### src/rtl/data_bus_bridge_if.sv
// Processor data-port bus between the CPU and the data bus bridge.
interface data_bus_bridge_if #(
  parameter int unsigned DATA_W = 16
);
  logic [15:0]       DataAddr;
  logic [DATA_W-1:0] DataOut;
  logic              WriteData;
  logic              ReadData;
  logic [DATA_W-1:0] DataIn;
  logic              DataWaitreq;

  // Processor side: issues requests, receives read data and stalls.
  modport master (
    output DataAddr, DataOut, WriteData, ReadData,
    input  DataIn, DataWaitreq
  );

  // Bridge side: decodes requests, returns read data and stalls.
  modport slave (
    input  DataAddr, DataOut, WriteData, ReadData,
    output DataIn, DataWaitreq
  );
endinterface

### src/rtl/data_bus_bridge.sv
// Data bus bridge: routes processor data accesses to a synchronous RAM or to
// memory-mapped board I/O, adds one wait state for RAM reads and counts
// accesses to unmapped addresses.
module data_bus_bridge #(
  parameter int unsigned DATA_W      = 16,
  parameter int unsigned RAM_AW      = 12,
  parameter int unsigned SYNC_STAGES = 2
) (
  input  logic              Clock,
  input  logic              Reset,
  data_bus_bridge_if.slave  bus,
  output logic [RAM_AW-1:0] ram_addr,
  output logic [DATA_W-1:0] ram_wdata,
  output logic              ram_wren,
  input  logic [DATA_W-1:0] ram_q,
  input  logic [9:0]        SW,
  input  logic [3:0]        KEY,
  output logic [9:0]        LEDR,
  output logic [6:0]        HEX0,
  output logic [6:0]        HEX1,
  output logic [6:0]        HEX2,
  output logic [6:0]        HEX3,
  output logic [6:0]        HEX4,
  output logic [6:0]        HEX5
);

  localparam int unsigned LED_W   = 10;
  localparam int unsigned HEX_W   = 7;
  localparam int unsigned KEY_W   = 4;
  localparam int unsigned NUM_HEX = 6;
  localparam int unsigned ERR_W   = 16;

  localparam logic [15:0] ADDR_LED  = 16'h1000;
  localparam logic [12:0] HEX_PAGE  = 13'h0400;  // 0x2000 >> 3
  localparam logic [15:0] ADDR_SW   = 16'h3000;
  localparam logic [15:0] ADDR_KEY  = 16'h3001;
  localparam logic [15:0] ADDR_ERR  = 16'h3002;

  localparam logic [HEX_W-1:0] HEX_BLANK = 7'h7F;
  localparam logic [ERR_W-1:0] ERR_MAX   = '1;

  typedef enum logic [0:0] {IDLE, RD_WAIT} state_e;

  state_e            state_q, state_d;
  logic [RAM_AW-1:0] addr_q, addr_d;
  logic [LED_W-1:0]  led_q, led_d;
  logic [HEX_W-1:0]  hex_q [NUM_HEX];
  logic [HEX_W-1:0]  hex_d [NUM_HEX];
  logic [ERR_W-1:0]  errcnt_q, errcnt_d;
  logic [LED_W-1:0]  sw_sync_q  [SYNC_STAGES];
  logic [LED_W-1:0]  sw_sync_d  [SYNC_STAGES];
  logic [KEY_W-1:0]  key_sync_q [SYNC_STAGES];
  logic [KEY_W-1:0]  key_sync_d [SYNC_STAGES];

  logic is_ram, is_led, is_hex, is_sw, is_key, is_err;
  logic err_event, err_clear;

  // Address decode of the current request.
  always_comb begin
    is_ram = ((bus.DataAddr >> RAM_AW) == 16'd0);
    is_led = (bus.DataAddr == ADDR_LED);
    is_hex = (bus.DataAddr[15:3] == HEX_PAGE) && (bus.DataAddr[2:0] <= 3'd5);
    is_sw  = (bus.DataAddr == ADDR_SW);
    is_key = (bus.DataAddr == ADDR_KEY);
    is_err = (bus.DataAddr == ADDR_ERR);
  end

  // Synchroniser chains for the asynchronous switch and key inputs.
  always_comb begin
    sw_sync_d[0]  = SW;
    key_sync_d[0] = KEY;
    for (int i = 1; i < SYNC_STAGES; i++) begin
      sw_sync_d[i]  = sw_sync_q[i-1];
      key_sync_d[i] = key_sync_q[i-1];
    end
  end

  // Next-state, register updates and bus outputs.
  always_comb begin
    state_d         = state_q;
    addr_d          = addr_q;
    led_d           = led_q;
    hex_d           = hex_q;
    errcnt_d        = errcnt_q;
    err_event       = 1'b0;
    err_clear       = 1'b0;
    bus.DataIn      = '0;
    bus.DataWaitreq = 1'b0;
    ram_addr        = bus.DataAddr[RAM_AW-1:0];
    ram_wdata       = bus.DataOut;
    ram_wren        = 1'b0;

    case (state_q)
      IDLE: begin
        if (bus.WriteData) begin
          // A simultaneous read is dropped and flagged as an error.
          if (bus.ReadData) err_event = 1'b1;
          if (is_ram) begin
            ram_wren = 1'b1;
          end else if (is_led) begin
            led_d = LED_W'(bus.DataOut);
          end else if (is_hex) begin
            for (int i = 0; i < NUM_HEX; i++) begin
              if (bus.DataAddr[2:0] == 3'(i)) hex_d[i] = HEX_W'(bus.DataOut);
            end
          end else if (is_err) begin
            err_clear = 1'b1;
          end else if (!is_sw && !is_key) begin
            err_event = 1'b1;
          end
        end else if (bus.ReadData) begin
          if (is_ram) begin
            addr_d          = bus.DataAddr[RAM_AW-1:0];
            bus.DataWaitreq = 1'b1;
            state_d         = RD_WAIT;
          end else if (is_led) begin
            bus.DataIn = DATA_W'(led_q);
          end else if (is_hex) begin
            for (int i = 0; i < NUM_HEX; i++) begin
              if (bus.DataAddr[2:0] == 3'(i)) bus.DataIn = DATA_W'(hex_q[i]);
            end
          end else if (is_sw) begin
            bus.DataIn = DATA_W'(sw_sync_q[SYNC_STAGES-1]);
          end else if (is_key) begin
            bus.DataIn = DATA_W'(key_sync_q[SYNC_STAGES-1]);
          end else if (is_err) begin
            bus.DataIn = DATA_W'(errcnt_q);
          end else begin
            err_event = 1'b1;
          end
        end
      end
      RD_WAIT: begin
        // Requests are ignored here; the captured address completes the read.
        ram_addr   = addr_q;
        bus.DataIn = ram_q;
        state_d    = IDLE;
      end
      default: state_d = IDLE;
    endcase

    // Clear wins over a same-cycle error; the count saturates.
    if (err_clear) begin
      errcnt_d = '0;
    end else if (err_event && (errcnt_q != ERR_MAX)) begin
      errcnt_d = errcnt_q + ERR_W'(1);
    end

    // Bus handshake and RAM strobe are held quiet during reset.
    if (!Reset) begin
      bus.DataIn      = '0;
      bus.DataWaitreq = 1'b0;
      ram_wren        = 1'b0;
    end
  end

  // State and register flops with synchronous active-low reset.
  always_ff @(posedge Clock) begin
    if (!Reset) begin
      state_q  <= IDLE;
      addr_q   <= '0;
      led_q    <= '0;
      errcnt_q <= '0;
      for (int i = 0; i < NUM_HEX; i++) hex_q[i] <= HEX_BLANK;
      for (int i = 0; i < SYNC_STAGES; i++) begin
        sw_sync_q[i]  <= '0;
        key_sync_q[i] <= '0;
      end
    end else begin
      state_q    <= state_d;
      addr_q     <= addr_d;
      led_q      <= led_d;
      errcnt_q   <= errcnt_d;
      hex_q      <= hex_d;
      sw_sync_q  <= sw_sync_d;
      key_sync_q <= key_sync_d;
    end
  end

  // Board-facing register outputs.
  always_comb begin
    LEDR = led_q;
    HEX0 = hex_q[0];
    HEX1 = hex_q[1];
    HEX2 = hex_q[2];
    HEX3 = hex_q[3];
    HEX4 = hex_q[4];
    HEX5 = hex_q[5];
  end

endmodule

### src/flat_wrapper.sv
// flat-port wrapper written by rule: the top's interface ports become plain ports
module data_bus_bridge_flat 
#(
  parameter int unsigned DATA_W      = 16,
  parameter int unsigned RAM_AW      = 12,
  parameter int unsigned SYNC_STAGES = 2
)
  (Clock, Reset, ram_addr, ram_wdata, ram_wren, ram_q, SW, KEY, LEDR, HEX0, HEX1, HEX2, HEX3, HEX4, HEX5, bus_DataAddr, bus_DataOut, bus_WriteData, bus_ReadData, bus_DataIn, bus_DataWaitreq);
  data_bus_bridge_if #(.DATA_W(DATA_W)) bus_i ();
  input  logic Clock;
  input  logic Reset;
  output logic [RAM_AW-1:0] ram_addr;
  output logic [DATA_W-1:0] ram_wdata;
  output logic ram_wren;
  input  logic [DATA_W-1:0] ram_q;
  input  logic [9:0] SW;
  input  logic [3:0] KEY;
  output logic [9:0] LEDR;
  output logic [6:0] HEX0;
  output logic [6:0] HEX1;
  output logic [6:0] HEX2;
  output logic [6:0] HEX3;
  output logic [6:0] HEX4;
  output logic [6:0] HEX5;
  input wire logic [$bits(bus_i.DataAddr)-1:0] bus_DataAddr;
  input wire logic [$bits(bus_i.DataOut)-1:0] bus_DataOut;
  input wire logic [$bits(bus_i.WriteData)-1:0] bus_WriteData;
  input wire logic [$bits(bus_i.ReadData)-1:0] bus_ReadData;
  output wire logic [$bits(bus_i.DataIn)-1:0] bus_DataIn;
  output wire logic [$bits(bus_i.DataWaitreq)-1:0] bus_DataWaitreq;
  assign bus_i.DataAddr = bus_DataAddr;
  assign bus_i.DataOut = bus_DataOut;
  assign bus_i.WriteData = bus_WriteData;
  assign bus_i.ReadData = bus_ReadData;
  assign bus_DataIn = bus_i.DataIn;
  assign bus_DataWaitreq = bus_i.DataWaitreq;
  data_bus_bridge #(.DATA_W(DATA_W), .RAM_AW(RAM_AW), .SYNC_STAGES(SYNC_STAGES)) u_core (.Clock(Clock), .Reset(Reset), .bus(bus_i), .ram_addr(ram_addr), .ram_wdata(ram_wdata), .ram_wren(ram_wren), .ram_q(ram_q), .SW(SW), .KEY(KEY), .LEDR(LEDR), .HEX0(HEX0), .HEX1(HEX1), .HEX2(HEX2), .HEX3(HEX3), .HEX4(HEX4), .HEX5(HEX5));
endmodule
### config.mk
export PLATFORM = sky130hd
export DESIGN_NAME = data_bus_bridge_flat
export DESIGN_NICKNAME = d
export VERILOG_FILES = /design/src/rtl/data_bus_bridge_if.sv /design/src/rtl/data_bus_bridge.sv /design/src/flat_wrapper.sv
export SDC_FILE = /design/constraint.sdc
export NUM_CORES = 1
export LEC_CHECK = 0
export CAP_MARGIN = 0
export CORE_MARGIN = 1
export CORE_UTILIZATION = 25
export DETAILED_ROUTE_END_ITERATION = 6
export PLACE_DENSITY = 0.54
export SLEW_MARGIN = 5
export SYNTH_ARGS = -nofsm -noshare
export SYNTH_HDL_FRONTEND = slang
export SYNTH_SLANG_ARGS = --single-unit
export TNS_END_PERCENT = 30
### constraint.sdc
create_clock -name Clock -period 3.2 [get_ports Clock]
set_input_delay 0.32 -clock Clock [delete_from_list [all_inputs] [get_ports Clock]]
set_output_delay 0.32 -clock Clock [all_outputs]
set_load 0.05 [all_outputs]
==> out/summary.json, run 1 <==
{
  "status": {
    "status": "finished clean"
  },
  "cells_and_area": {
    "fillers": 2065,
    "final_design_area_no_fill_um2": 7560,
    "nClkBuffers": 10,
    "area.growth.synth_to_final_pct": 44.8,
    "max_ffs_per_register": 16,
    "reg.largest.list": "u_core.errcnt_q (16), u_core.addr_q (12)",
    "n_all_inverters": 6,
    "logic_gate_fraction_of_the_total_cell_area_pct": 36.8,
    "antennaDiodeCount": 1
  },
  "synthesis": {
    "post-synth-top-area-fraction_pct": 41.8,
    "synth.yosys.warnings": 0,
    "postSynthNetCount": 648,
    "synth_cell_type_count": 57,
    "post_synthesis_cells": 581,
    "simple_gate_share_pct": 23.8,
    "synth_flop_count": 109,
    "ys_async_sr_fraction_pct": 0,
    "ys_top_logic_family": "simple AND/OR/NAND/NOR gates",
    "ys_top_cells_by_area": "dfxtp_1, mux2i_1, nand2_1",
    "largest_area_cell": "dfxtp_1",
    "netlist_area_um2": 5220,
    "synth-xor-area-share_pct": 1.01,
    "synth-edff-count": 0
  },
  "sta": {
    "min_tclk_post_route_ns": 3.04,
    "final_min_period_over_clock_period_pct": 94.9,
    "max_slew_margin_pct": 42.9,
    "report.final.hold_viol_count": 0,
    "hold_ws_ns": 0.434,
    "timing.final.max_slew_violations": 0
  },
  "drt": {
    "detailroute.wirelength.met3_um": 1030,
    "drtIter0Drc": 266,
    "drcViolationCount": 0,
    "avgViaCountPerCell": 4.71,
    "met2RoutedLength_um": 7380
  },
  "critical_path": {
    "worst_path_dominant_cell_family": "simple AND/OR/NAND/NOR gates",
    "timing.critical_path.slowest_cell_delay_ns": 0.67,
    "worstPathCellList": "clkdlybuf4s50_1 -> nor4_4 -> nand2_1 -> or4_1 -> nor2_2 -> a22oi_1 -> o21ai_0 -> buf_12",
    "critical_path.slowest_cell": "or4_1",
    "worstPathRequired_ns": 2.88
  },
  "placed_design": {
    "place_congestion": 0.816,
    "place.detailed.instances": 986,
    "placed_area_um2": 7260,
    "placement.io_buffers": 151,
    "place_ws_ns": 0.0882
  },
  "cts": {
    "clkSinkCount": 109,
    "clock-root-buffer": "clkbuf_16",
    "cts.path.max_buffers": 2,
    "clk_transition_reported_paths_ns": 0.08,
    "ctsResizeCount": 0,
    "insertion_delay_ns": 0.36,
    "tritoncts_clock_tree": "yes"
  },
  "power": {
    "power-per-cell-area_nw_per_um2": 372,
    "p_leak_nw": 2.81,
    "largestPowerGroup": "registers",
    "comb_cell_power_w": 0.000336,
    "net-switching-power_w": 0.000747,
    "comb_power_share_pct": 11.9
  },
  "run": {
    "warnings": 26
  },
  "die": {
    "pin_count": 164,
    "die.size.y_um": 147
  },
  "global_routing": {
    "grt_util_met1_pct": 21.8,
    "globalRoute.busiestLayer": "met2",
    "antenna_found_initial": 0,
    "globalRouteTotalUtil_pct": 15.7,
    "first_pass_grt_wire_length_um": 26100,
    "gr-usage-met3_pct": 3.75,
    "grt_remaining_overflow": 0
  }
}
[run 1: synthesized netlist by cell type, types with 4 or more instances]
library cell  count
dfxtp_1         109
nand2_1          86
mux2i_1          65
nor2_1           37
and2_1           31
clkbuf_1         24
nand3_1          24
a21oi_1          21
o21ai_0          20
buf_4            18
mux2_2           14
nor4_1           10
a22oi_1           9
o221ai_1          7
and3_1            6
nor3_1            6
xnor2_1           6
a31oi_1           5
inv_1             5
nand2b_1          5
a221oi_1          4
and4_1            4
o31ai_1           4
or4_1             4
[run 1: path summary, 6_finish.rpt]
path | endpoint | slack (ns) | depth (start not counted)
max | bus_DataIn[2] | 0.16 | 8
min reg2reg | u_core.key_sync_q[3] | 0.43 | 1
max reg2reg | u_core.errcnt_q[6] | 0.88 | 7
min | u_core.key_sync_q[3] | 0.43 | 1
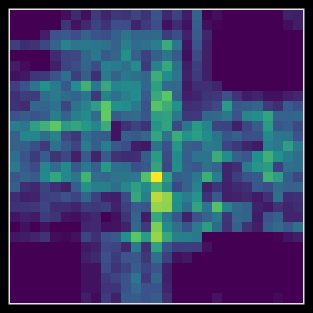
(run_1/wire_density.png)
Drawn at 2 px/um. 29 x 29 tiles, from dark purple (low) to yellow (high), scaled to the fullest tile. Values are wire area over tile area, all layers added.
8.2% of the tiles are over half the peak. The densest ninth of the die: centre. The emptiest ninth of the die: north-east. The fullest tile reaches 0.57.

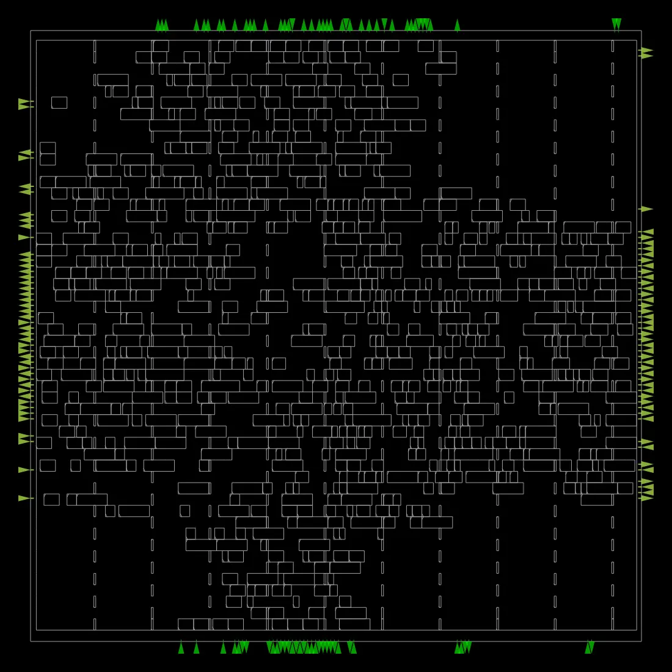
(run_1/final_placement.png)
tap cells: 270
Final Core Density: 37.1%

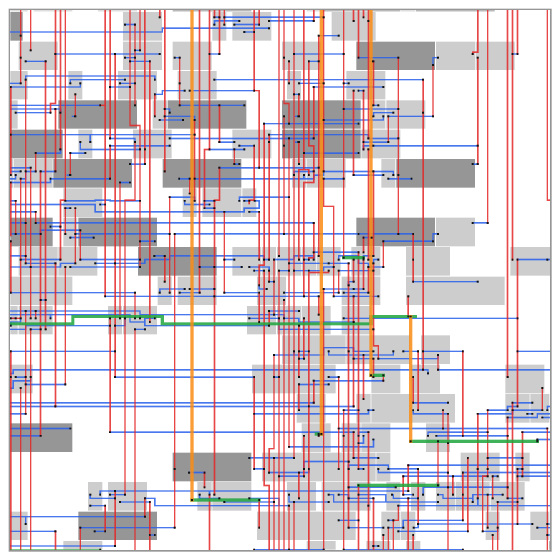
(run_1/zoom.png)
Window x 48 to 98, y 78 to 128 um. Cells in grey, sequential cells in the stronger grey; small squares are vias.
Red is met2. Orange is met4. Blue is met1. Green is met3.
Sequential cells in the window: 16. Most frequent: mux2i_1 (21), nand2_1 (20), dfxtp_1 (16). 112 logic cells have their middle in the window. Netlist names of flops here include u_core.HEX3 (5), u_core.HEX4 (4), u_core.HEX5 (3).

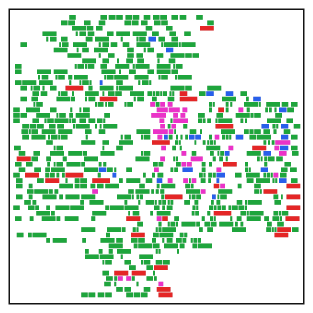
(run_1/drive_strength.png)
Drawn at 2 px/um.
Green is drive 1 or less, cells 632. Magenta is drive 3 to 4, cells 41. Blue is drive 2, cells 26. Red is drive 6 and up, cells 33.

==> run 2: changes to the inputs <==
==> constraint.sdc (replaced) <==
create_clock -name Clock -period 2.8 [get_ports Clock]
set_input_delay 0.28 -clock Clock [delete_from_list [all_inputs] [get_ports Clock]]
set_output_delay 0.28 -clock Clock [all_outputs]
set_load 0.05 [all_outputs]
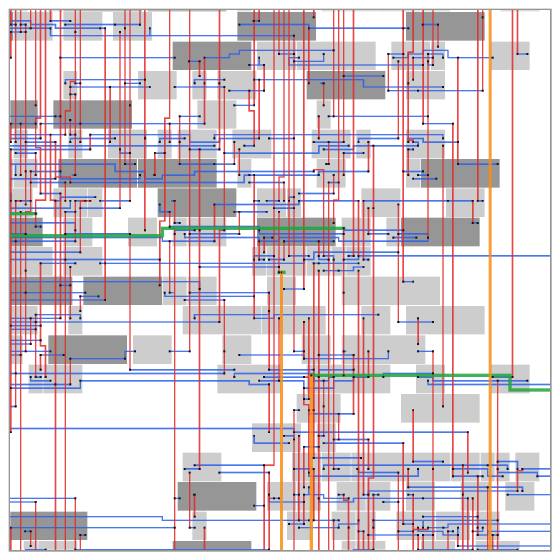
(run_2/zoom.png)
Window x 48 to 98, y 78 to 128 um. Cells in grey, sequential cells in the stronger grey; small squares are vias.
Orange is met4. Red is met2. Blue is met1. Green is met3.
Sequential cells in the window: 16. Netlist names of flops here include u_core.HEX3 (4), u_core.HEX5 (4), u_core.HEX4 (3). 112 logic cells have their middle in the window. Most frequent: mux2i_1 (19), nand2_1 (18), buf_4 (18).

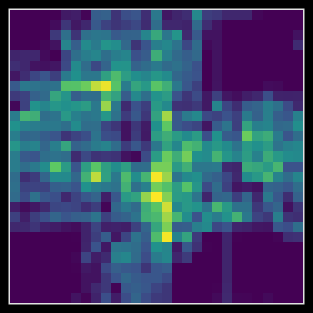
(run_2/wire_density.png)
Drawn at 2 px/um. 29 x 29 tiles, from dark purple (low) to yellow (high), scaled to the fullest tile. Values are wire area over tile area, all layers added.
14% of the tiles are over half the peak. The emptiest ninth of the die: north-east. The densest ninth of the die: centre. The fullest tile reaches 0.50. 24% of the tiles are nearly empty.

==> run 2 against run 1 <==
Combinational power rose by 24%; first-iteration DRC count grew 15%; design area increased by 5.5%; sequential share of layout area down 1.5 points; non-clock buffer count up 38; total power increased by 19%; global-route usage rose by 0.47 points; worst setup slack lost 0.11 ns; critical path type unchanged; flip-flop count is the same.
==> out/summary.json, run 2 <==
{
  "cts": {
    "insertion_delay": {"value": 0.36, "unit": "ns", "change": "about the same"},
    "ctsResizeCount": {"value": 16, "change": "was 0"},
    "tritoncts_clock_tree": {"value": "yes", "change": "unchanged"},
    "cts.path.max_buffers": {"value": 2, "change": "unchanged"},
    "clk_transition_reported_paths": {"value": 0.06, "unit": "ns", "change": "was 0.08 ns"},
    "clock-root-buffer": {"value": "clkbuf_16", "change": "unchanged"},
    "clkSinkCount": {"value": 109, "change": "unchanged"}
  },
  "sta": {
    "max_slew_margin": {"value": 45.2, "unit": "%", "change": "was 42.9%"},
    "timing.final.max_slew_violations": {"value": 0, "change": "unchanged"},
    "report.final.hold_viol_count": {"value": 0, "change": "unchanged"},
    "final_min_period_over_clock_period_pct": 98.0
  },
  "power": {
    "power-per-cell-area": {"value": 418, "unit": "nW/um^2", "change": "was 372 nW/um^2"},
    "p_leak": {"value": 3.08, "unit": "nW", "change": "was 2.81 nW"},
    "comb_power_share": {"value": 12.5, "unit": "%", "change": "was 11.9%"},
    "net-switching-power": {"value": 0.000849, "unit": "W", "change": "was 0.000747 W"},
    "comb_cell_power": {"value": 0.000418, "unit": "W", "change": "was 0.000336 W"}
  },
  "synthesis": {
    "post-synth-top-area-fraction": {"value": 41.8, "unit": "%", "change": "unchanged"},
    "simple_gate_share": {"value": 23.8, "unit": "%", "change": "unchanged"},
    "yosys-top-cells-count": {"value": "dfxtp_1, nand2_1, mux2i_1", "change": "unchanged"},
    "yosys_stat_chip_area": {"value": 5220, "unit": "um^2", "change": "unchanged"},
    "netlist.top_cell.by_instances": {"value": "dfxtp_1", "change": "unchanged"},
    "ys_async_sr_fraction": {"value": 0, "unit": "%", "change": "unchanged"},
    "synth.yosys.warnings": {"value": 0, "change": "unchanged"},
    "synth_flop_count": {"value": 109, "change": "unchanged"},
    "netlist_area": {"value": 5220, "unit": "um^2", "change": "unchanged"},
    "synth-edff-count": {"value": 0, "change": "unchanged"},
    "postSynthNetCount": {"value": 648, "change": "unchanged"},
    "synth_cell_type_count": {"value": 57, "change": "unchanged"},
    "ys_top_logic_family": {"value": "simple AND/OR/NAND/NOR gates", "change": "unchanged"},
    "ys_top_cells_by_area": {"value": "dfxtp_1, mux2i_1, nand2_1", "change": "unchanged"},
    "synth-xor-area-share": {"value": 1.01, "unit": "%", "change": "unchanged"}
  },
  "drt": {
    "detailroute.wirelength.met3": {"value": 1070, "unit": "um", "change": "was 1030 um"},
    "avgViaCountPerCell": {"value": 4.71, "change": "about the same"},
    "met2RoutedLength": {"value": 7740, "unit": "um", "change": "was 7380 um"},
    "drcViolationCount": {"value": 0, "change": "unchanged"},
    "via_count": {"value": 4893, "change": "was 4720"},
    "drtIter0Drc": {"value": 305, "change": "was 266"}
  },
  "die": {
    "die.size.y": {"value": 147, "unit": "um", "change": "unchanged"},
    "pin_count": {"value": 164, "change": "unchanged"},
    "n_tap_cell": {"value": 270, "change": "unchanged"}
  },
  "global_routing": {
    "globalRoute.busiestLayer": {"value": "met2", "change": "unchanged"},
    "globalRouteTotalUtil": {"value": 16.2, "unit": "%", "change": "was 15.7%"},
    "grt_util_met1": {"value": 22.0, "unit": "%", "change": "was 21.8%"},
    "grt_remaining_overflow": {"value": 0, "change": "unchanged"},
    "first_pass_grt_wire_length": {"value": 26800, "unit": "um", "change": "was 26100 um"}
  },
  "cells_and_area": {
    "logic_gate_fraction_of_the_total_cell_area": {"value": 35.6, "unit": "%", "change": "was 36.8%"},
    "fillers": {"value": 2043, "change": "was 2065"},
    "reg.largest.list": {"value": "u_core.errcnt_q (16), u_core.addr_q (12)", "change": "unchanged"},
    "n_all_inverters": {"value": 6, "change": "unchanged"},
    "final_design_area_no_fill": {"value": 7980, "unit": "um^2", "change": "was 7560 um^2"},
    "antennaDiodeCount": {"value": 0, "change": "was 1"},
    "max_ffs_per_register": {"value": 16, "change": "unchanged"},
    "nClkBuffers": {"value": 10, "change": "unchanged"},
    "area.growth.synth_to_final": {"value": 52.8, "unit": "%", "change": "was 44.8%"},
    "finish.utilization": {"value": 39.2, "unit": "%", "change": "was 37.1%"}
  },
  "placed_design": {
    "place_ws": {"value": -0.212, "unit": "ns", "change": "was 0.0882 ns"},
    "place.detailed.instances": {"value": 1024, "change": "was 986"},
    "place_congestion": {"value": 0.832, "change": "was 0.816"},
    "placement.io_buffers": {"value": 151, "change": "unchanged"},
    "placed_area": {"value": 7580, "unit": "um^2", "change": "was 7260 um^2"}
  },
  "status": {
    "status": {"value": "finished clean", "change": "unchanged"}
  },
  "critical_path": {
    "worstPathRequired": {"value": 2.52, "unit": "ns", "change": "was 2.88 ns"}
  },
  "run": {
    "warnings": {"value": 29, "change": "was 26"}
  }
}
run 2: worst max-delay path, stage by stage:
cell	delay [ns]
clkdlybuf4s50_1	0.47
nor4_2	0.28
buf_4	0.15
buf_4	0.10
and3_2	0.23
nand2_2	0.11
o31ai_2	0.32
a221oi_1	0.08
o21ai_1	0.22
clkbuf_16	0.20
run 2: worst paths after layout:
path	start	slack (ns)	cells past startpoint	end
worst max-delay path	bus_DataAddr[3]	0.06	10	bus_DataIn[6]
worst min-delay path	bus_DataAddr[4]	0.27	3	u_core.addr_q[4]
worst max register to register	u_core.errcnt_q[0]	0.48	7	u_core.errcnt_q[6]
worst min register to register	u_core.key_sync_d[1]	0.43	1	u_core.key_sync_q[1]
==> run 3: changes to the inputs <==
--- a/config.mk
+++ b/config.mk
@@ -9,7 +9,6 @@
 export CORE_MARGIN = 1
 export CORE_UTILIZATION = 25
 export DETAILED_ROUTE_END_ITERATION = 6
-export PLACE_DENSITY = 0.54
 export SLEW_MARGIN = 5
 export SYNTH_ARGS = -nofsm -noshare
 export SYNTH_HDL_FRONTEND = slang
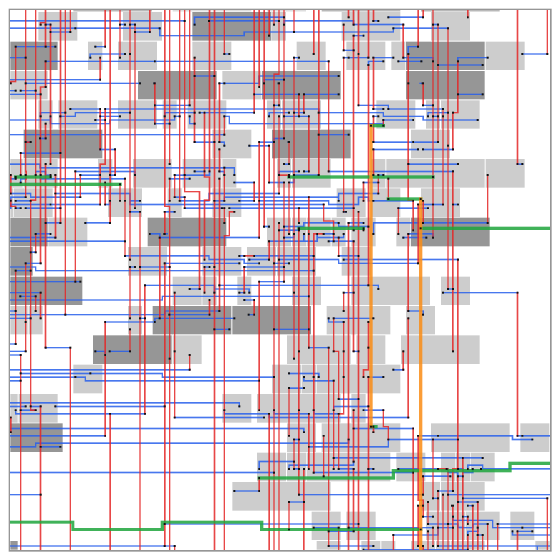
(run_3/zoom.png)
Window x 48 to 98, y 78 to 128 um. Cells in grey, sequential cells in the stronger grey; small squares are vias.
Green is met3. Blue is met1. Red is met2. Orange is met4.
Netlist names of flops here include u_core.HEX4 (4), u_core.LEDR (4), u_core.HEX3 (3). Most frequent: mux2i_1 (20), nand2_1 (19), buf_4 (18). 114 logic cells have their middle in the window. Sequential cells in the window: 15.

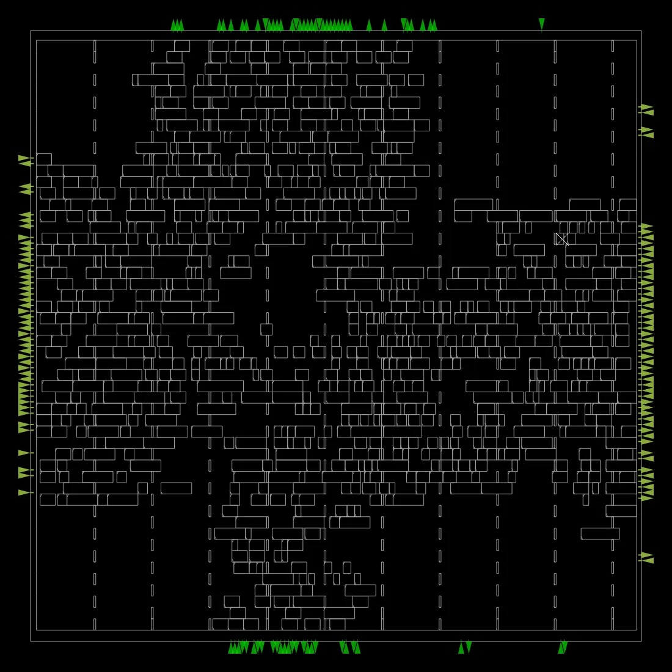
(run_3/final_placement.png)
flip-flop and latch count: 109
Final Core Density: 39.1%
number of filler instances in the final layout: 2044
proportion of cell area occupied by registers: 27.4%
placeable core region: 20400 um^2

==> run 3 against run 2 <==
The flow now finishes with violations (design-rule violations); die size unchanged; critical path depth up 1; hold slack worse by 0.024 ns.
==> out/summary.json, run 3 <==
{
  "status": {
    "status": {"value": "finished, violations left", "change": "was finished clean"},
    "violations": "design-rule violations"
  },
  "cts": {
    "clock-root-buffer": {"value": "clkbuf_16", "change": "unchanged"},
    "postCtsHoldBufs": {"value": 0, "change": "unchanged"},
    "cts_inserted_buffers": {"value": 9, "change": "unchanged"},
    "tritoncts_clock_tree": {"value": "yes", "change": "unchanged"},
    "clkSinkCount": {"value": 109, "change": "unchanged"},
    "insertion_delay": {"value": 0.36, "unit": "ns", "change": "about the same"},
    "clk_transition_reported_paths": {"value": 0.07, "unit": "ns", "change": "was 0.06 ns"},
    "cts.path.max_buffers": {"value": 2, "change": "unchanged"}
  },
  "cells_and_area": {
    "antennaDiodeCount": {"value": 0, "change": "unchanged"},
    "area.growth.synth_to_final": {"value": 52.6, "unit": "%", "change": "was 52.8%"},
    "max_ffs_per_register": {"value": 16, "change": "unchanged"},
    "reg.largest.list": {"value": "u_core.errcnt_q (16), u_core.addr_q (12)", "change": "unchanged"}
  },
  "min_path": {
    "min_delay_path_depth": {"value": 3, "change": "unchanged"},
    "min_to": {"value": "u_core.addr_q[3]", "change": "was u_core.addr_q[4]"},
    "hold_start": {"value": "bus_DataAddr[3]", "change": "was bus_DataAddr[4]"}
  },
  "critical_path": {
    "critical_path.n_buffers_inverters": {"value": 5, "change": "was 4"},
    "critical_path.slowest_cell": {"value": "clkdlybuf4s50_1", "change": "unchanged"},
    "timing.critical_path.slowest_cell_delay": {"value": 0.45, "unit": "ns", "change": "was 0.47 ns"},
    "setup.reg_to_reg.worst_slack": {"value": 0.46, "unit": "ns", "change": "was 0.48 ns"},
    "worstSetupEndpoint": {"value": "bus_DataIn[0]", "change": "was bus_DataIn[6]"},
    "worst_path_dominant_cell_family": {"value": "buffers and inverters", "change": "unchanged"},
    "endpoint_of_the_worst_register_to_register_path": {"value": "u_core.errcnt_q[9]", "change": "was u_core.errcnt_q[6]"},
    "timing.critical_path.depth": {"value": 11, "change": "was 10"},
    "worst_path_most_repeated_cell": {"value": "buf_4", "change": "unchanged"},
    "worstReg2RegStart": {"value": "u_core.errcnt_q[0]", "change": "unchanged"},
    "worstPathCellList": {"value": "clkdlybuf4s50_1 -> nor4_1 -> buf_4 -> nand2_1 -> buf_4 -> nor3_1 -> buf_4 -> a32o_1 -> a211oi_1 -> o21ai_1 -> buf_12", "change": "was clkdlybuf4s50_1 -> nor4_2 -> buf_4 -> buf_4 -> and3_2 -> nand2_2 -> o31ai_2 -> a221oi_1 -> o21ai_1 -> clkbuf_16"},
    "timing.critical_path.from": {"value": "bus_DataAddr[6]", "change": "was bus_DataAddr[3]"},
    "rr_worst_depth": {"value": 7, "change": "unchanged"}
  },
  "synthesis": {
    "ys_async_sr_fraction": {"value": 0, "unit": "%", "change": "unchanged"},
    "yosys-top-cells-count": {"value": "dfxtp_1, nand2_1, mux2i_1", "change": "unchanged"},
    "ys_top_cells_by_area": {"value": "dfxtp_1, mux2i_1, nand2_1", "change": "unchanged"},
    "synth_flop_count": {"value": 109, "change": "unchanged"},
    "postSynthNetCount": {"value": 648, "change": "unchanged"},
    "post-synth-top-area-fraction": {"value": 41.8, "unit": "%", "change": "unchanged"},
    "netlist.top_cell.by_instances": {"value": "dfxtp_1", "change": "unchanged"},
    "largest_area_cell": {"value": "dfxtp_1", "change": "unchanged"},
    "netlist_area": {"value": 5220, "unit": "um^2", "change": "unchanged"},
    "synth_cell_type_count": {"value": 57, "change": "unchanged"},
    "synth-edff-count": {"value": 0, "change": "unchanged"},
    "post_synthesis_cells": {"value": 581, "change": "unchanged"},
    "synth-xor-area-share": {"value": 1.01, "unit": "%", "change": "unchanged"},
    "ys_top_logic_family": {"value": "simple AND/OR/NAND/NOR gates", "change": "unchanged"},
    "synth.yosys.warnings": {"value": 0, "change": "unchanged"},
    "simple_gate_share": {"value": 23.8, "unit": "%", "change": "unchanged"},
    "yosys_stat_chip_area": {"value": 5220, "unit": "um^2", "change": "unchanged"}
  },
  "global_routing": {
    "globalRouteTotalUtil": {"value": 15.8, "unit": "%", "change": "was 16.2%"},
    "grt_remaining_overflow": {"value": 0, "change": "unchanged"},
    "globalRoute.busiestLayer": {"value": "met2", "change": "unchanged"},
    "grt_util_met1": {"value": 22.0, "unit": "%", "change": "about the same"},
    "gr-usage-met3": {"value": 3.50, "unit": "%", "change": "was 4.50%"},
    "first_pass_grt_wire_length": {"value": 26100, "unit": "um", "change": "was 26800 um"},
    "antenna_found_initial": {"value": 0, "change": "unchanged"}
  },
  "drt": {
    "highest_layer": {"value": "met4", "change": "unchanged"},
    "via_count": {"value": 4845, "change": "was 4893"},
    "drtIter0Drc": {"value": 215, "change": "was 305"},
    "avgViaCountPerCell": {"value": 4.67, "change": "was 4.71"},
    "drcViolationCount": {"value": 1, "change": "was 0"},
    "detailroute.wirelength.met3": {"value": 976, "unit": "um", "change": "was 1070 um"},
    "met2RoutedLength": {"value": 7350, "unit": "um", "change": "was 7740 um"}
  },
  "sta": {
    "final.setup_skew": {"value": 0.0111, "unit": "ns", "change": "was 0.0124 ns"},
    "final_min_period_over_clock_period": {"value": 95.6, "unit": "%", "change": "was 98.0%"},
    "hold_ws": {"value": 0.250, "unit": "ns", "change": "was 0.273 ns"},
    "max_slew_margin": {"value": 39.0, "unit": "%", "change": "was 45.2%"},
    "timing.final.max_slew_violations": {"value": 0, "change": "unchanged"},
    "report.final.hold_viol_count": {"value": 0, "change": "unchanged"},
    "min_tclk_post_route": {"value": 2.68, "unit": "ns", "change": "was 2.74 ns"}
  },
  "die": {
    "pin_count": {"value": 164, "change": "unchanged"},
    "die.size.y": {"value": 147, "unit": "um", "change": "unchanged"}
  },
  "placed_design": {
    "placement.io_buffers": {"value": 151, "change": "unchanged"},
    "place_congestion": {"value": 0.792, "change": "was 0.832"},
    "place_ws": {"value": -0.130, "unit": "ns", "change": "was -0.212 ns"},
    "place.detailed.instances": {"value": 1020, "change": "was 1024"}
  },
  "power": {
    "comb_cell_power": {"value": 0.000413, "unit": "W", "change": "was 0.000418 W"},
    "net-switching-power": {"value": 0.000865, "unit": "W", "change": "was 0.000849 W"},
    "p_leak": {"value": 3.08, "unit": "nW", "change": "about the same"},
    "largestPowerGroup": {"value": "registers", "change": "unchanged"},
    "power-per-cell-area": {"value": 419, "unit": "nW/um^2", "change": "was 418 nW/um^2"},
    "power_share_of_the_clock_group": {"value": 40.0, "unit": "%", "change": "was 39.9%"},
    "comb_power_share": {"value": 12.4, "unit": "%", "change": "was 12.5%"}
  },
  "run": {
    "warnings": {"value": 28, "change": "was 29"}
  }
}
[run 3: cell counts after synthesis]
Identical to the previous run, type by type.
[run 3: metrics by stage]
step | power [W] | cell area, um^2
floorplan | 0.00185 | 5220
global placement | 0.00204 | 7580
detailed placement | 0.00204 | 7580
CTS | 0.00338 | 7910
global route | 0.00347 | 7970
finish | 0.00334 | 7970
[run 3: timing repair]
item,4_1_cts,5_1_grt
gates resized,12,17
endpoints found under the setup margin,16,16
pin swaps,2,6
setup buffers,0,1
[run 3: area by class of cell]
type,instances,area (um^2)
fillers,2044,12400
multi-input cells,417,2820
repair buffers,219,2300
flip-flops and latches,109,2180
well taps,270,338
clock buffers,10,229
clock inverters,6,78.8
inverters,6,22.5
No activity file was given, so power comes from the tool's default toggle rates.
